**config.mk**
```make
export PLATFORM = sky130hd
export DESIGN_NAME = emg_sample_sequencer_flat
export DESIGN_NICKNAME = d
export VERILOG_FILES = /design/src/rtl/emg_sample_sequencer_pkg.sv /design/src/rtl/emg_sample_sequencer_if.sv /design/src/rtl/emg_sample_sequencer_tick_divider.sv /design/src/rtl/emg_sample_sequencer.sv /design/src/flat_wrapper.sv
export SDC_FILE = /design/constraint.sdc
export NUM_CORES = 1
export LEC_CHECK = 0
export CAP_MARGIN = 15
export CORE_ASPECT_RATIO = 1.5
export CORE_MARGIN = 2
export CORE_UTILIZATION = 35
export CTS_BUF_LIST = sky130_fd_sc_hd__clkbuf_8
export DETAILED_ROUTE_END_ITERATION = 8
export MAX_ROUTING_LAYER = met4
export PLACE_DENSITY = 0.65
export SYNTH_ARGS = -nofsm -noshare
export SYNTH_HDL_FRONTEND = slang
export SYNTH_HIERARCHICAL = 1
export SYNTH_SLANG_ARGS = --single-unit
```
**constraint.sdc**
```tcl
create_clock -name Clk -period 1.8 [get_ports Clk]
set_input_delay 0.27 -clock Clk [delete_from_list [all_inputs] [get_ports Clk]]
set_output_delay 0.27 -clock Clk [all_outputs]
set_load 0.02 [all_outputs]
```
**src/rtl/emg_sample_sequencer_pkg.sv**
```systemverilog
// Shared types, default widths and helpers for the EMG sample sequencer.
// Optional feature macro used by this block: EMG_SEQ_FRAME_CNT_EN (see interface and top).
package emg_seq_pkg;

  typedef enum logic [1:0] {
    IDLE = 2'd0,
    RUN  = 2'd1,
    DONE = 2'd2
  } seq_state_e;

  localparam int DEF_N_CH       = 8;
  localparam int DEF_CH_BITS    = 3;
  localparam int DEF_DIV_BITS   = 8;
  localparam int DEF_FRAME_BITS = 8;

  // Bits needed to index 'value' distinct items; 0 for a single item.
  function automatic int emg_clog2(input int value);
    int bits;
    bits = 0;
    for (int v = value - 1; v > 0; v = v >> 1) begin
      bits = bits + 1;
    end
    return bits;
  endfunction

endpackage

```
**src/rtl/emg_sample_sequencer_if.sv**
```systemverilog
// Control/status bundle between the register block (master) and the sequencer (slave).
// Frame_Count exists only when EMG_SEQ_FRAME_CNT_EN is defined.
interface emg_sample_sequencer_if
  import emg_seq_pkg::*;
#(
  parameter int CH_BITS    = DEF_CH_BITS,
  parameter int DIV_BITS   = DEF_DIV_BITS,
  parameter int FRAME_BITS = DEF_FRAME_BITS
);

  logic                  Start;
  logic                  Stop;
  logic [DIV_BITS-1:0]   Period;
  logic [FRAME_BITS-1:0] NFrames;
  logic                  Busy;
  logic                  Tick;
  logic [CH_BITS-1:0]    Ch;
  logic                  Frame_Done;
  logic                  Done;

`ifdef EMG_SEQ_FRAME_CNT_EN
  logic [FRAME_BITS-1:0] Frame_Count;

  modport master (
    output Start, Stop, Period, NFrames,
    input  Busy, Tick, Ch, Frame_Done, Done, Frame_Count
  );

  modport slave (
    input  Start, Stop, Period, NFrames,
    output Busy, Tick, Ch, Frame_Done, Done, Frame_Count
  );
`else
  modport master (
    output Start, Stop, Period, NFrames,
    input  Busy, Tick, Ch, Frame_Done, Done
  );

  modport slave (
    input  Start, Stop, Period, NFrames,
    output Busy, Tick, Ch, Frame_Done, Done
  );
`endif

endinterface

```
**src/rtl/emg_sample_sequencer_tick_divider.sv**
```systemverilog
// Programmable clock divider: Tick_o flags the cycle in which the count reaches Period_i.
module emg_tick_divider #(
  parameter int DIV_BITS = 8
) (
  input  logic                Clk,
  input  logic                Reset,
  input  logic                Clear_i,
  input  logic                Enable_i,
  input  logic [DIV_BITS-1:0] Period_i,
  output logic                Tick_o
);

  logic [DIV_BITS-1:0] cnt_q;

  assign Tick_o = Enable_i && (cnt_q == Period_i);

  always_ff @(posedge Clk) begin
    if (Reset || Clear_i) begin
      cnt_q <= '0;
    end else if (Enable_i) begin
      cnt_q <= Tick_o ? '0 : cnt_q + DIV_BITS'(1);
    end
  end

endmodule

```
**src/rtl/emg_sample_sequencer.sv**
```systemverilog
// Sample timebase and round-robin channel sequencer for the EMG front end.
// Define EMG_SEQ_FRAME_CNT_EN to export the live frame counter as Frame_Count.
module emg_sample_sequencer
  import emg_seq_pkg::*;
#(
  parameter int N_CH       = DEF_N_CH,
  parameter int CH_BITS    = DEF_CH_BITS,
  parameter int DIV_BITS   = DEF_DIV_BITS,
  parameter int FRAME_BITS = DEF_FRAME_BITS
) (
  input logic                   Clk,
  input logic                   Reset,
  emg_sample_sequencer_if.slave bus
);

  if (CH_BITS < emg_clog2(N_CH)) begin : gChBitsCheck
    $error("emg_sample_sequencer: CH_BITS too narrow for N_CH");
  end

  seq_state_e            state_q;
  logic [DIV_BITS-1:0]   period_q;
  logic [FRAME_BITS-1:0] nFrames_q;
  logic [FRAME_BITS-1:0] frameCnt_q;
  logic [CH_BITS-1:0]    ch_q;
  logic                  busy_q;
  logic                  tick_q;
  logic                  frameDone_q;
  logic                  done_q;

  logic                  divTick;
  logic                  divClear_d;
  logic                  startAcc_d;
  logic                  endRun_d;
  logic                  tickNext_d;
  logic [CH_BITS-1:0]    chStep_d;
  logic [CH_BITS-1:0]    chNext_d;

  // chNext_d is the channel owned by the cycle after this edge; with Period=0
  // a Tick can end and the next one begin on the same edge.
  always_comb begin
    startAcc_d = (state_q == IDLE) && bus.Start && !bus.Stop;
    divClear_d = startAcc_d || ((state_q == RUN) && bus.Stop);
    chStep_d   = (ch_q == CH_BITS'(N_CH - 1)) ? '0 : ch_q + CH_BITS'(1);
    chNext_d   = tick_q ? chStep_d : ch_q;
    endRun_d   = tick_q && frameDone_q && (nFrames_q != '0) &&
                 ((frameCnt_q + FRAME_BITS'(1)) == nFrames_q);
    tickNext_d = (state_q == RUN) && !bus.Stop && !endRun_d && divTick;
  end

  emg_tick_divider #(
    .DIV_BITS (DIV_BITS)
  ) uDivider (
    .Clk      (Clk),
    .Reset    (Reset),
    .Clear_i  (divClear_d),
    .Enable_i (state_q == RUN),
    .Period_i (period_q),
    .Tick_o   (divTick)
  );

  always_ff @(posedge Clk) begin
    if (Reset) begin
      state_q     <= IDLE;
      period_q    <= '0;
      nFrames_q   <= '0;
      frameCnt_q  <= '0;
      ch_q        <= '0;
      busy_q      <= 1'b0;
      tick_q      <= 1'b0;
      frameDone_q <= 1'b0;
      done_q      <= 1'b0;
    end else begin
      tick_q      <= 1'b0;
      frameDone_q <= 1'b0;
      done_q      <= 1'b0;
      case (state_q)
        IDLE: begin
          if (startAcc_d) begin
            state_q    <= RUN;
            busy_q     <= 1'b1;
            period_q   <= bus.Period;
            nFrames_q  <= bus.NFrames;
            frameCnt_q <= '0;
            ch_q       <= '0;
          end
        end
        RUN: begin
          if (bus.Stop) begin
            state_q <= IDLE;
            busy_q  <= 1'b0;
            ch_q    <= '0;
          end else begin
            tick_q      <= tickNext_d;
            frameDone_q <= tickNext_d && (chNext_d == CH_BITS'(N_CH - 1));
            ch_q        <= chNext_d;
            if (tick_q && frameDone_q) begin
              frameCnt_q <= frameCnt_q + FRAME_BITS'(1);
            end
            if (endRun_d) begin
              state_q <= DONE;
              busy_q  <= 1'b0;
              done_q  <= 1'b1;
            end
          end
        end
        DONE: begin
          state_q <= IDLE;
        end
        default: begin
          state_q <= IDLE;
          busy_q  <= 1'b0;
        end
      endcase
    end
  end

  assign bus.Busy       = busy_q;
  assign bus.Tick       = tick_q;
  assign bus.Ch         = ch_q;
  assign bus.Frame_Done = frameDone_q;
  assign bus.Done       = done_q;

`ifdef EMG_SEQ_FRAME_CNT_EN
  assign bus.Frame_Count = frameCnt_q;
`else
`endif

endmodule

```
**src/flat_wrapper.sv**
```systemverilog
// flat-port wrapper written by rule: the top's interface ports become plain ports
module emg_sample_sequencer_flat import emg_seq_pkg::*;
#(
  parameter int N_CH       = DEF_N_CH,
  parameter int CH_BITS    = DEF_CH_BITS,
  parameter int DIV_BITS   = DEF_DIV_BITS,
  parameter int FRAME_BITS = DEF_FRAME_BITS
)
  (Clk, Reset, bus_Start, bus_Stop, bus_Period, bus_NFrames, bus_Busy, bus_Tick, bus_Ch, bus_Frame_Done, bus_Done);
  emg_sample_sequencer_if #(.CH_BITS(CH_BITS), .DIV_BITS(DIV_BITS), .FRAME_BITS(FRAME_BITS)) bus_i ();
  input logic Clk;
  input logic Reset;
  input wire logic [$bits(bus_i.Start)-1:0] bus_Start;
  input wire logic [$bits(bus_i.Stop)-1:0] bus_Stop;
  input wire logic [$bits(bus_i.Period)-1:0] bus_Period;
  input wire logic [$bits(bus_i.NFrames)-1:0] bus_NFrames;
  output wire logic [$bits(bus_i.Busy)-1:0] bus_Busy;
  output wire logic [$bits(bus_i.Tick)-1:0] bus_Tick;
  output wire logic [$bits(bus_i.Ch)-1:0] bus_Ch;
  output wire logic [$bits(bus_i.Frame_Done)-1:0] bus_Frame_Done;
  output wire logic [$bits(bus_i.Done)-1:0] bus_Done;
  assign bus_i.Start = bus_Start;
  assign bus_i.Stop = bus_Stop;
  assign bus_i.Period = bus_Period;
  assign bus_i.NFrames = bus_NFrames;
  assign bus_Busy = bus_i.Busy;
  assign bus_Tick = bus_i.Tick;
  assign bus_Ch = bus_i.Ch;
  assign bus_Frame_Done = bus_i.Frame_Done;
  assign bus_Done = bus_i.Done;
  emg_sample_sequencer #(.N_CH(N_CH), .CH_BITS(CH_BITS), .DIV_BITS(DIV_BITS), .FRAME_BITS(FRAME_BITS)) u_core (.Clk(Clk), .Reset(Reset), .bus(bus_i));
endmodule
```
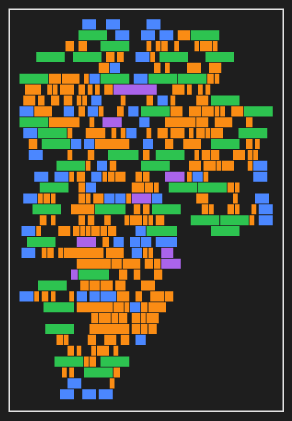
(cell classes on the final placement)
Scale: 4 px per um.
class	colour	cells	share of their area
clock drivers and dummy loads	purple	8	4.1%
remaining logic cells	orange	206	48%
registers	green	41	30%
remaining buffers and delay cells	blue	56	18%
area of the core region: 6040 um^2
sequential portion of the cell area: 28.9%
row cnt: 35

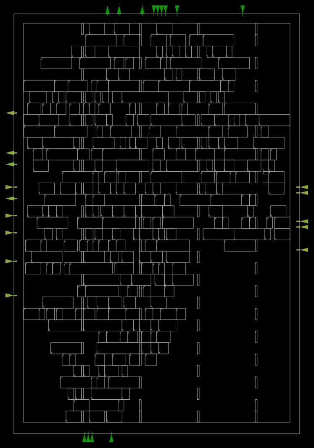
(placement view)
fill count: 602
Util after Layout: 47.3%

==> impl_metrics.csv <==
group,metric,value,unit
pwr,clock_power_share,39.4,%
pwr,dominant_power_group,"registers",
yosys,ys_area,2160,um^2
run_status,run_status,"finished, violations left",
run,tool_warnings,27,
routing,drtAntennaViolNets,0,
die,initCoreUtil,35.7,%
clocking,cts_max_level,2,
critical_path,rrSetupSlack,-0.03,ns
place,place_hpwl,3.80,mm
sta,finClkSkew,0.0103,ns
die,die_height,100,um
pwr,comb_power,218,uW
layout,register_area,827,um^2
sta,drv_slew,0,
die,horizontal_die_dimension,68.1,um
yosys,synth-seq-area-share,38.1,%
die,fp.dieArea,6820,um^2
yosys,library_cell_occupying_the_most_area_in_the_post_synthesis_netlist,"sky130_fd_sc_hd__dfxtp_1",
run,maxCapViolCount,0,
place,place.gp.congestion,0.885,
global_route,grt_antenna_before_repair,0,
pwr,finalPower,1.93,mW
pwr,p_switching,476,uW
layout,area.combinational,1320,um^2
critical_path,worstSetupEndpointType,"register",
routing,wire_per_inst,13.6,um
yosys,synth-simple-area-share,28.9,%
run_status,violations,"negative setup slack",
yosys,synthAoiAreaFrac,16.8,%
sta,maximum_achievable_frequency,547,MHz
sta,worst_slew_margin_rel,75.6,%
sta,setup_viol,4,
pwr,combPwrFrac,11.3,%
layout,layout_top_cells_excl_fill_tap,"49 x sky130_fd_sc_hd__nand2_1, 36 x sky130_fd_sc_hd__dfxtp_1, 31 x sky130_fd_sc_hd__a21oi_1",
global_route,first_global_vias,1968,
pwr,internal_power_consumption,1.46,mW
pwr,maximum_ir_drop_on_the_vdd_rail,0.471,mV
yosys,floorplan.nets,284,
sta,setup_ws,-0.0294,ns
yosys,synth_largest_type_area_fraction,38.1,%
yosys,post_synth.cell_area_avg,8.30,um^2
pwr,netSwitchingFraction,24.6,%
layout,antennaDiodeCount,0,
yosys,top_logic_kind,"simple AND/OR/NAND/NOR gates",
layout,areaGrowthSynthToFinish,32.5,%
clocking,ctsHoldBuffers,0,
global_route,pin_count_of_the_biggest_net_entering_global_routing,17,
yosys,ys_sh_xor,9.69,%
yosys,dominantRegCellSynth,"sky130_fd_sc_hd__dfxtp_1",
## sequential cells by signal, summed over array words and instances (netlist names), 2 cells and up
| signal | cells |
|---|---|
| u_core/frameCnt_q | 8 |
| u_core/state_q | 2 |
| u_core/period_q | 8 |
| u_core/bus.Ch | 3 |
| u_core/uDivider/cnt_q | 8 |
| u_core/nFrames_q | 8 |
## per-layer routing
layer | share of wire [%] | track usage [%] | wire length, um
met1 | 43 | 19.2 | 2250
met2 | 51 | 27.8 | 2690
met3 | 2.8 | 2.69 | 146
met4 | 2.7 | 8.62 | 142
met5 | 0 | - | 0
## critical path, stage by stage (launching register included)
cell and delay, ns:
sky130_fd_sc_hd__dfxtp_2 0.34, sky130_fd_sc_hd__buf_8 0.14, sky130_fd_sc_hd__xor2_4 0.19, sky130_fd_sc_hd__a2111oi_4 0.36
sky130_fd_sc_hd__o211ai_1 0.14, sky130_fd_sc_hd__a211oi_2 0.27, sky130_fd_sc_hd__buf_4 0.20, sky130_fd_sc_hd__o22ai_1 0.07
## timing repair
item	in CTS	in global routing
gates cloned	0	0
pin swaps	0	6
resized	4	13
setup buffers	0	4
setup endpoints to repair	6	6
## layout make-up
cell class              instances  area share, %
clock buffers                   5           2.41
well taps                      74           3.24
flip-flops and latches         41           28.9
repair buffers                 56           17.4
clock inverters                 3           1.53
inverters                       3          0.394
multi-input cells             203           46.1
## how the worst min path moves through the flow
stage / startpoint / endpoint / cells after the start
2_1_floorplan: bus_NFrames[1] / u_core/nFrames_q[1] / 2
3_3_place_gp: u_core/period_q[1] / u_core/period_q[1] / 2
3_5_place_dp: u_core/period_q[7] / u_core/period_q[7] / 2
4_1_cts: u_core/period_q[7] / u_core/period_q[7] / 2
5_1_grt: u_core/period_q[0] / u_core/period_q[0] / 2
6_report: u_core/nFrames_q[0] / u_core/nFrames_q[0] / 2
No activity file was given, so power comes from the tool's default toggle rates.
